Fig. 1: run 1, placement view
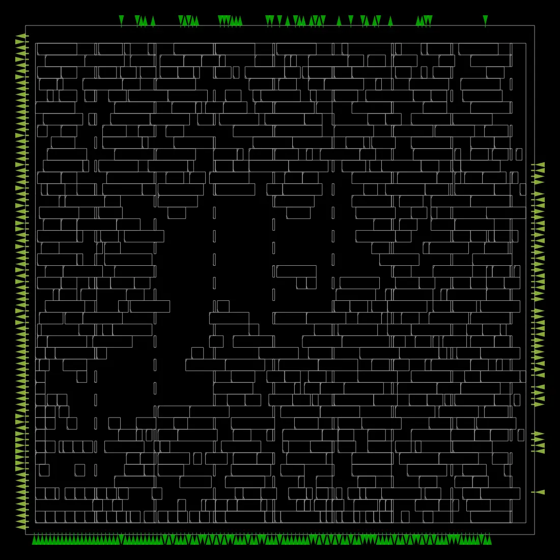
Fig. 2: run 1, drive-strength map
(3 px per um)
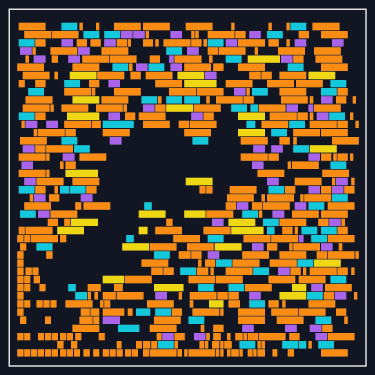
Fig. 3: run 1, signal wires on met3
(2 px per um)
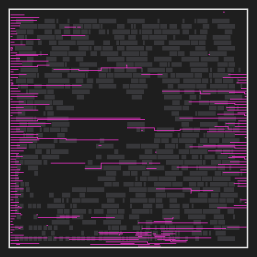
==> src/rtl/sram_sp_ctrl_pkg.sv <==
// Shared types and default geometry for the single-port SRAM controller.
// Latency: none (types and constants only).
// Backpressure: n/a.
package sram_sp_ctrl_pkg;

  localparam int unsigned ADDR_W_DEF = 6;
  localparam int unsigned DEPTH_DEF  = 64;
  localparam int unsigned DATA_W_DEF = 64;

  // Controller FSM: INIT exists only when the reset-time sweep is compiled in.
  typedef enum logic [0:0] {
    ST_INIT = 1'b0,
    ST_IDLE = 1'b1
  } state_e;

  // Response buffer occupancy, 0..2.
  typedef logic [1:0] resp_cnt_t;

endpackage

==> src/rtl/sram_sp_resp_fifo.sv <==
// Two-entry in-order response buffer sitting behind the SRAM read port.
// Latency: a push is visible at the head one cycle later; head is combinational from state.
// Backpressure: the producer must never push when full without popping; push+pop allowed at any count.
module sram_sp_resp_fifo
  import sram_sp_ctrl_pkg::*;
#(
  parameter int unsigned DATA_W = DATA_W_DEF
) (
  input  logic              clk,
  input  logic              rst_n,
  input  logic              push,
  input  logic [DATA_W-1:0] push_dat,
  input  logic              pop,
  output logic              vld,
  output resp_cnt_t         count,
  output logic [DATA_W-1:0] head_dat
);

  logic [DATA_W-1:0] mem_q [2];
  logic [DATA_W-1:0] mem_d [2];
  logic              wr_ptr_q, wr_ptr_d;
  logic              rd_ptr_q, rd_ptr_d;
  resp_cnt_t         cnt_q, cnt_d;

  // Next-state: write at the tail on push, advance the head on pop, track occupancy.
  always_comb begin
    mem_d    = mem_q;
    wr_ptr_d = wr_ptr_q;
    rd_ptr_d = rd_ptr_q;
    if (push) begin
      mem_d[wr_ptr_q] = push_dat;
      wr_ptr_d        = ~wr_ptr_q;
    end
    if (pop) begin
      rd_ptr_d = ~rd_ptr_q;
    end
    cnt_d = cnt_q + resp_cnt_t'(push) - resp_cnt_t'(pop);
  end

  // State registers; reset empties the buffer and drops any stored responses.
  always_ff @(posedge clk or negedge rst_n) begin
    if (!rst_n) begin
      mem_q    <= '{default: '0};
      wr_ptr_q <= 1'b0;
      rd_ptr_q <= 1'b0;
      cnt_q    <= '0;
    end else begin
      mem_q    <= mem_d;
      wr_ptr_q <= wr_ptr_d;
      rd_ptr_q <= rd_ptr_d;
      cnt_q    <= cnt_d;
    end
  end

  assign vld      = (cnt_q != '0);
  assign count    = cnt_q;
  assign head_dat = vld ? mem_q[rd_ptr_q] : '0;

endmodule

==> src/rtl/sram_sp_ctrl.sv <==
// Arbitrates write/read request channels onto one SRAM RW port (write priority); optional init sweep under SRAM_RESET_INIT_EN.
// Latency: write issued same cycle as handshake; read data at r_resp_valid two cycles after the read handshake.
// Backpressure: reads stall while a write is requested or while in-flight + buffered responses would exceed 2.
module sram_sp_ctrl
  import sram_sp_ctrl_pkg::*;
#(
  parameter int unsigned       ADDR_W     = ADDR_W_DEF,
  parameter int unsigned       DEPTH      = DEPTH_DEF,
  parameter int unsigned       DATA_W     = DATA_W_DEF,
  parameter logic [DATA_W-1:0] INIT_VALUE = '0
) (
  input  logic              clock,
  input  logic              reset_n,
  input  logic              w_req_valid,
  output logic              w_req_ready,
  input  logic [ADDR_W-1:0] w_req_addr,
  input  logic [DATA_W-1:0] w_req_data,
  input  logic              r_req_valid,
  output logic              r_req_ready,
  input  logic [ADDR_W-1:0] r_req_addr,
  output logic              r_resp_valid,
  input  logic              r_resp_ready,
  output logic [DATA_W-1:0] r_resp_data,
  output logic              sram_en,
  output logic              sram_wmode,
  output logic [ADDR_W-1:0] sram_addr,
  output logic [DATA_W-1:0] sram_wdata,
  input  logic [DATA_W-1:0] sram_rdata
);

  if (DEPTH != (1 << ADDR_W)) begin : g_bad_depth
    $error("sram_sp_ctrl: DEPTH must equal 2**ADDR_W");
  end

  logic      in_init;
  logic      inflight_q, inflight_d;
  logic      resp_vld, pop, w_hs, r_hs;
  resp_cnt_t buf_cnt;
  logic [2:0] occ_after_pop;

`ifdef SRAM_RESET_INIT_EN
  // One extra counter bit so reaching DEPTH-1 is a plain compare with no wrap.
  localparam logic [ADDR_W:0] INIT_LAST = (ADDR_W+1)'(DEPTH - 1);

  state_e            state_q, state_d;
  logic [ADDR_W:0]   init_cnt_q, init_cnt_d;

  // Sweep every address once, then settle in IDLE until the next reset.
  always_comb begin
    state_d    = state_q;
    init_cnt_d = init_cnt_q;
    if (state_q == ST_INIT) begin
      init_cnt_d = init_cnt_q + 1'b1;
      if (init_cnt_q == INIT_LAST) begin
        state_d = ST_IDLE;
      end
    end
  end

  // FSM and sweep counter registers.
  always_ff @(posedge clock or negedge reset_n) begin
    if (!reset_n) begin
      state_q    <= ST_INIT;
      init_cnt_q <= '0;
    end else begin
      state_q    <= state_d;
      init_cnt_q <= init_cnt_d;
    end
  end

  assign in_init = (state_q == ST_INIT);
`else
  assign in_init = 1'b0;
`endif

  // Occupancy the buffer would have after this cycle's pop, counting the read already in flight.
  assign pop           = resp_vld && r_resp_ready;
  assign occ_after_pop = 3'(inflight_q) + 3'(buf_cnt) - 3'(pop);

  // Request readies and the SRAM port mux; everything is held at 0 while reset is asserted.
  always_comb begin
    w_req_ready = reset_n && !in_init;
    r_req_ready = reset_n && !in_init && !w_req_valid && (occ_after_pop < 3'd2);
    w_hs        = w_req_valid && w_req_ready;
    r_hs        = r_req_valid && r_req_ready;
    sram_en     = 1'b0;
    sram_wmode  = 1'b0;
    sram_addr   = '0;
    sram_wdata  = '0;
`ifdef SRAM_RESET_INIT_EN
    if (reset_n && in_init) begin
      sram_en    = 1'b1;
      sram_wmode = 1'b1;
      sram_addr  = init_cnt_q[ADDR_W-1:0];
      sram_wdata = INIT_VALUE;
    end else
`endif
    if (w_hs) begin
      sram_en    = 1'b1;
      sram_wmode = 1'b1;
      sram_addr  = w_req_addr;
      sram_wdata = w_req_data;
    end else if (r_hs) begin
      sram_en    = 1'b1;
      sram_wmode = 1'b0;
      sram_addr  = r_req_addr;
    end
    inflight_d = r_hs;
  end

  // A read issued this cycle has its data on sram_rdata next cycle.
  always_ff @(posedge clock or negedge reset_n) begin
    if (!reset_n) begin
      inflight_q <= 1'b0;
    end else begin
      inflight_q <= inflight_d;
    end
  end

  sram_sp_resp_fifo #(
    .DATA_W (DATA_W)
  ) u_resp_fifo (
    .clk      (clock),
    .rst_n    (reset_n),
    .push     (inflight_q),
    .push_dat (sram_rdata),
    .pop      (pop),
    .vld      (resp_vld),
    .count    (buf_cnt),
    .head_dat (r_resp_data)
  );

  assign r_resp_valid = resp_vld;

endmodule

==> config.mk <==
export PLATFORM = sky130hd
export DESIGN_NAME = sram_sp_ctrl
export DESIGN_NICKNAME = d
export VERILOG_FILES = /design/src/rtl/sram_sp_ctrl_pkg.sv /design/src/rtl/sram_sp_resp_fifo.sv /design/src/rtl/sram_sp_ctrl.sv
export SDC_FILE = /design/constraint.sdc
export NUM_CORES = 1
export LEC_CHECK = 0
export CORE_MARGIN = 2
export CORE_UTILIZATION = 53
export CTS_CLUSTER_DIAMETER = 60
export DETAILED_ROUTE_END_ITERATION = 12
export DONT_BUFFER_PORTS = 1
export PLACE_DENSITY = 0.68
export SLEW_MARGIN = 40
export SYNTH_ARGS = -nofsm -noshare
export SYNTH_HDL_FRONTEND = slang
export SYNTH_HIERARCHICAL = 1
export SYNTH_SLANG_ARGS = --single-unit
==> constraint.sdc <==
create_clock -name clock -period 4.3 [get_ports clock]
set_clock_uncertainty 0.05 [all_clocks]
set_input_delay 0.86 -clock clock [delete_from_list [all_inputs] [get_ports clock]]
set_output_delay 0.86 -clock clock [all_outputs]
set_load 0.01 [all_outputs]
==> Slide: Implementation Results, run 1 <==
Synthesis and Place & Route Summary

Run status
  • Outcome: completed

Pwr
  • Cell area power density: 812 nW/um^2
  • Logic pwr share: 0.363
  • P_seq: 2.31 mW
  • Switch share: 0.345
  • P_comb: 2.23 mW
  • Clock Power: 1.61 mW
  • LEAKAGE: 3.68 nW
  • Clock power frac: 0.261

Clock tree
  • Clock Latency Late Sink: 0.41 ns
  • Clock tree buffer depth: 2
  • Root Driver: clkbuf_16
  • Setup Fix Bufs, Post-CTS: 0
  • Clk pin slew, worst setup/hold paths: 0.06 ns
  • Clk sinks: 133
  • CTS H-Tree Depth: 4
  • Clock buffer count from CTS: 17

Setup path
  • Crit path max fanout: 9
  • CP arrival: 3.14 ns
  • WS Path Type: reg -> out
  • Crit start category: register
  • Worst path buffer plus inverter count: 1
  • Crit end category: primary output
  • Slowest stage delay, CP: 0.54 ns
  • Cell family with most CP delay: adder cells

Yosys
  • Distinct lib cells used: 28
  • Async set or reset register ratio after synthesis: 1.00
  • Top area contributor share: 0.480
  • Top cells by area: dfrtp_1 (48%), mux2_4 (13%), mux2_2 (10%)
  • Dominant cell by count in the synthesized netlist: dfrtp_1
  • Seq/Total Area, Yosys: 0.480
  • Synth area leader: dfrtp_1
  • Flops after synth: 133
  • Main flop type: dfrtp_1
  • Synth Instances: 540
  • Net count after synthesis: 689
  • Yosys stat area: 6930 sq um
  • Mapped cell area: 6930 sq um
  • Top post-synthesis cells by count: dfrtp_1 (133), nor2_1 (66), and3_1 (64), mux2i_1 (64), mux2_2 (63)
  • Ys cells: 540
  • Number of enable flip-flop cells: 0

Placement
  • Hpwl dp: 12.8 mm
  • Port bufs: 0
  • Pre-CTS setup slack: 0.654 ns
  • Placed Cells: 675

Die
  • Die Area: 14000 sq um
  • Init Core Util: 0.545
  • Die X: 118 um
  • CORE AREA: 12700 sq um
  • Top Ports: 284
  • Die Height: 118 um

Detailed routing
  • Met2 wire len: 8.63 mm
  • Drc violations: 0
  • Antenna Violating Nets Remaining: 0
  • First-pass DRT Iterations: 4
  • Met1 WL: 7.27 mm
  • DRT Wirelength: 18.5 mm
  • Drt first-iter violations: 300
  • Met3 wire len: 1.92 mm

Timing
  • Final worst slack: 0.246 ns
  • Setup Viol. Count Final: 0
  • Hold_ws: 0.0872 ns
  • Relative slew margins: 0.497
  • Fin. Hold Viols: 0
  • Setup_tns: 0 ns
  • Final worst-path cycle share: 0.943
  • Worst Tran Pin Value: 0.754 ns
  • Pins Over Slew Limit: 0

Global routing
  • Met2 usage: 0.414
  • Initial antenna violation count: 7
  • Vias in the first global route: 4333
  • Gr ovfl total: 0
  • Grt met1 use: 0.325
  • Met3 global-route usage: 0.117

Finish
  • Layout cells sized above 1: 0.312
  • Most frequent cells in the layout: dfrtp_1 (132), nor2_1 (65), and3_1 (64), mux2i_1 (64), mux2_2 (63)
  • Biggest register: u_resp_fifo/mem_q
  • Post-layout util: 0.596

Min path
  • Hold Crit Class: in -> async
-- Fig. 1 (at the start) --
Std-Cell Rows: 41
registers: 133
flop share of the area: 0.440
Layout Cells excl Fill: 713

-- Fig. 2 (at the start) --
[purple] _2 cells | cells: 67 | share: 13%
[cyan] _3 and _4 cells | cells: 72 | share: 13%
[yellow] _6 and larger | cells: 28 | share: 5.2%
[orange] _0 and _1 cells | cells: 368 | share: 69%

-- Fig. 3 (at the start) --
longest straight run: 78.2 um
main direction: horizontal
nets with wire on the layer: 156

[run 1: final cells by class]
class | count | area (sq um)
diodes | 6 | 15.0
clock buffers | 20 | 457
clock inverters | 12 | 199
fillers | 1029 | 5140
inverters | 6 | 22.5
multi-input cells | 357 | 3250
flip-flops and latches | 133 | 3330
well taps | 172 | 215
repair buffers | 7 | 85.1
[run 1: cell families (layout without fill, tap and decap cells)]
group | after synthesis | count (layout) | synth area share
flip-flops | 133 | 133 | 0.480
multiplexers | 192 | 192 | 0.333
buffers and inverters | 50 | 45 | 0.0534
AND-OR/OR-AND | 7 | 7 | 0.00758
adder cells (fa/ha/maj) | 4 | 4 | 0.00830
AND/OR/NAND/NOR | 149 | 149 | 0.111
other | 0 | 6 | 0
XOR/XNOR | 5 | 5 | 0.00740
[run 1: metrics by stage]
step / cell area [sq um] / power (mW)
2_1_floorplan: 6930 / 4.14
3_3_place_gp: 6870 / 4.47
3_5_place_dp: 6910 / 4.55
4_1_cts: 7560 / 6.19
5_1_grt: 7570 / 6.48
6_report: 7580 / 6.15
[run 1: path summary, 6_finish.rpt]
path | end | depth (start not counted) | startpoint | slack (ns)
worst max register to register | inflight_q | 8 | u_resp_fifo/count[1] | 1.67
max in group asynchronous | u_resp_fifo/rd_ptr_q | 0 | reset_n | 3.91
min in group clock | u_resp_fifo/mem_q[10] | 1 | u_resp_fifo/mem_q[10] | 0.44
worst max-delay path | sram_addr[4] | 8 | u_resp_fifo/count[1] | 0.25
worst min-delay path | u_resp_fifo/mem_q[86] | 0 | reset_n | 0.09
worst min register to register | u_resp_fifo/mem_q[10] | 1 | u_resp_fifo/mem_q[10] | 0.44
==> run 2: changes to the inputs <==
CTS_CLUSTER_SIZE = 40   (was not set)
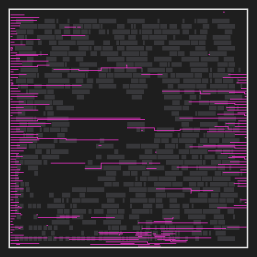
Fig. 4. Signal wires on met3 (run 2).
(2 px per um)
wire length on this layer: 1920 um
longest straight run: 78.2 um
main direction: horizontal
met3 global-route usage: 0.117
DRT Wirelength: 18.5 mm
Vias: 4306

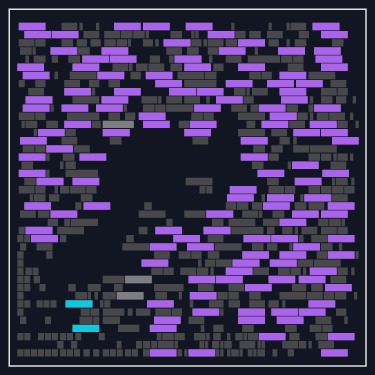
Fig. 5. Where the registers sit (run 2).
(3 px per um) Other sequential cells in the stronger gray, the rest of the logic in the fainter gray.
[purple] u_resp_fifo/mem_q | placed flops: 128 | where: spread over the die
[cyan] u_resp_fifo/count | placed flops: 2

==> Slide: Implementation Results, run 2 <==
Synthesis and Place & Route Summary

Detailed routing
  • Drt first-iter violations: 300 (unchanged)
  • Met2 wire len: 8.63 mm (unchanged)
  • Drc violations: 0 (unchanged)
  • First-pass DRT Iterations: 4 (unchanged)

Yosys
  • Top post-synthesis cells by count: dfrtp_1 (133), nor2_1 (66), and3_1 (64), mux2i_1 (64), mux2_2 (63)
  • Seq/Total Area, Yosys: 0.480 (unchanged)
  • Net count after synthesis: 689 (unchanged)
  • Flops after synth: 133 (unchanged)
  • Synth area leader: dfrtp_1
  • Async set or reset register ratio after synthesis: 1.00 (unchanged)
  • Mapped cell area: 6930 sq um (unchanged)
  • Yosys adder share: 0.00830 (unchanged)
  • Complex Gates by Area: 0.00758 (unchanged)
  • Main flop type: dfrtp_1
  • Distinct lib cells used: 28 (unchanged)
  • Ys cells: 540 (unchanged)
  • Top cells by area: dfrtp_1 (48%), mux2_4 (13%), mux2_2 (10%)
  • XOR/XNOR Area Share: 0.00740 (unchanged)
  • Top area contributor share: 0.480 (unchanged)
  • Synth mux share: 0.333 (unchanged)
  • Dominant cell by count in the synthesized netlist: dfrtp_1

Setup path
  • Crit end category: primary output
  • Crit path max fanout: 9 (unchanged)
  • Flop-to-flop setup slack: 1.67 ns (about the same)
  • Crit start category: register
  • Crit path capture: sram_addr[4]
  • Slowest stage delay, CP: 0.54 ns (about the same)
  • WS Path Type: reg -> out
  • FF-to-FF Start: u_resp_fifo/count[1]
  • Worst-case reg-to-reg path depth: 8 (unchanged)
  • Cell family with most CP delay: adder cells

Die
  • CORE AREA: 12700 sq um (unchanged)
  • Std-Cell Rows: 41 (unchanged)
  • Die Area: 14000 sq um (unchanged)
  • Top Ports: 284 (unchanged)
  • Die X: 118 um (unchanged)
  • Init Core Util: 0.545 (unchanged)

Pwr
  • Switch share: 0.345 (unchanged)
  • Cell area power density: 812 nW/um^2 (unchanged)
  • Logic pwr share: 0.363 (about the same)

Timing
  • Worst Tran Pin Value: 0.754 ns (unchanged)
  • Final worst slack: 0.246 ns (unchanged)
  • Fin. Hold Viols: 0 (unchanged)
  • Setup_tns: 0 ns (unchanged)
  • Pins Over Slew Limit: 0 (unchanged)
  • Setup Viol. Count Final: 0 (unchanged)

Placement
  • Hpwl dp: 12.8 mm (unchanged)
  • Pre-CTS setup slack: 0.654 ns (unchanged)

Finish
  • Post-layout util: 0.596 (unchanged)
  • Layout cells sized above 1: 0.312 (unchanged)
  • Biggest register: u_resp_fifo/mem_q
  • Most frequent cells in the layout: dfrtp_1 (132), nor2_1 (65), and3_1 (64), mux2i_1 (64), mux2_2 (63)

Global routing
  • Grt met1 use: 0.325 (unchanged)
  • Initial antenna violation count: 7 (unchanged)
  • Gr ovfl total: 0 (unchanged)
  • Vias in the first global route: 4333 (unchanged)

Run status
  • Outcome: completed

Clock tree
  • Clk sinks: 133 (unchanged)
  • Root Driver: clkbuf_16
  • Clock buffer count from CTS: 17 (unchanged)
run 2: cell counts in the layout (fill, tap and decap cells not counted):
No cell type changed its count.
run 2: stage by stage:
stage / power [mW] / hold slack, ns / area, sq um / cells
2_1_floorplan: 4.14 / 0.414 / 6930 / 540
3_3_place_gp: 4.47 / 0.424 / 6870 / 674
3_5_place_dp: 4.55 / 0.431 / 6910 / 675
4_1_cts: 6.19 / 0.0746 / 7560 / 707
5_1_grt: 6.48 / 0.0604 / 7570 / 709
6_report: 6.15 / 0.0872 / 7580 / 713
run 2: layout make-up:
cell class | count | area (sq um)
clock buffer | 20 | 457
fill | 1029 | 5140
inverter | 6 | 22.5
clock inverter | 12 | 199
timing repair buffer | 7 | 85.1
multi-input combinational | 357 | 3250
sequential | 133 | 3330
antenna | 6 | 15.0
tap | 172 | 215
run 2: how the worst min path moves through the flow:
stage / startpoint / to / slack [ns] / cells past startpoint
3_5_place_dp: u_resp_fifo/mem_q[39] / u_resp_fifo/mem_q[39] / 0.43 / 1
5_1_grt: reset_n / u_resp_fifo/mem_q[79] / 0.06 / 0
2_1_floorplan: u_resp_fifo/mem_q[10] / u_resp_fifo/mem_q[10] / 0.41 / 1
3_3_place_gp: u_resp_fifo/mem_q[39] / u_resp_fifo/mem_q[39] / 0.42 / 1
6_report: reset_n / u_resp_fifo/mem_q[86] / 0.09 / 0
4_1_cts: reset_n / u_resp_fifo/mem_q[79] / 0.07 / 0
run 2: power groups by stage:
stage	Clock, mW	Combinational [mW]	Sequential [mW]
finish	1.61	2.23	2.31
global route	1.69	2.40	2.39
CTS	1.63	2.25	2.31
detailed placement	0	2.24	2.32
global placement	0	2.19	2.27
floorplan	0	2.02	2.12
Power and IR drop assume default switching activity.
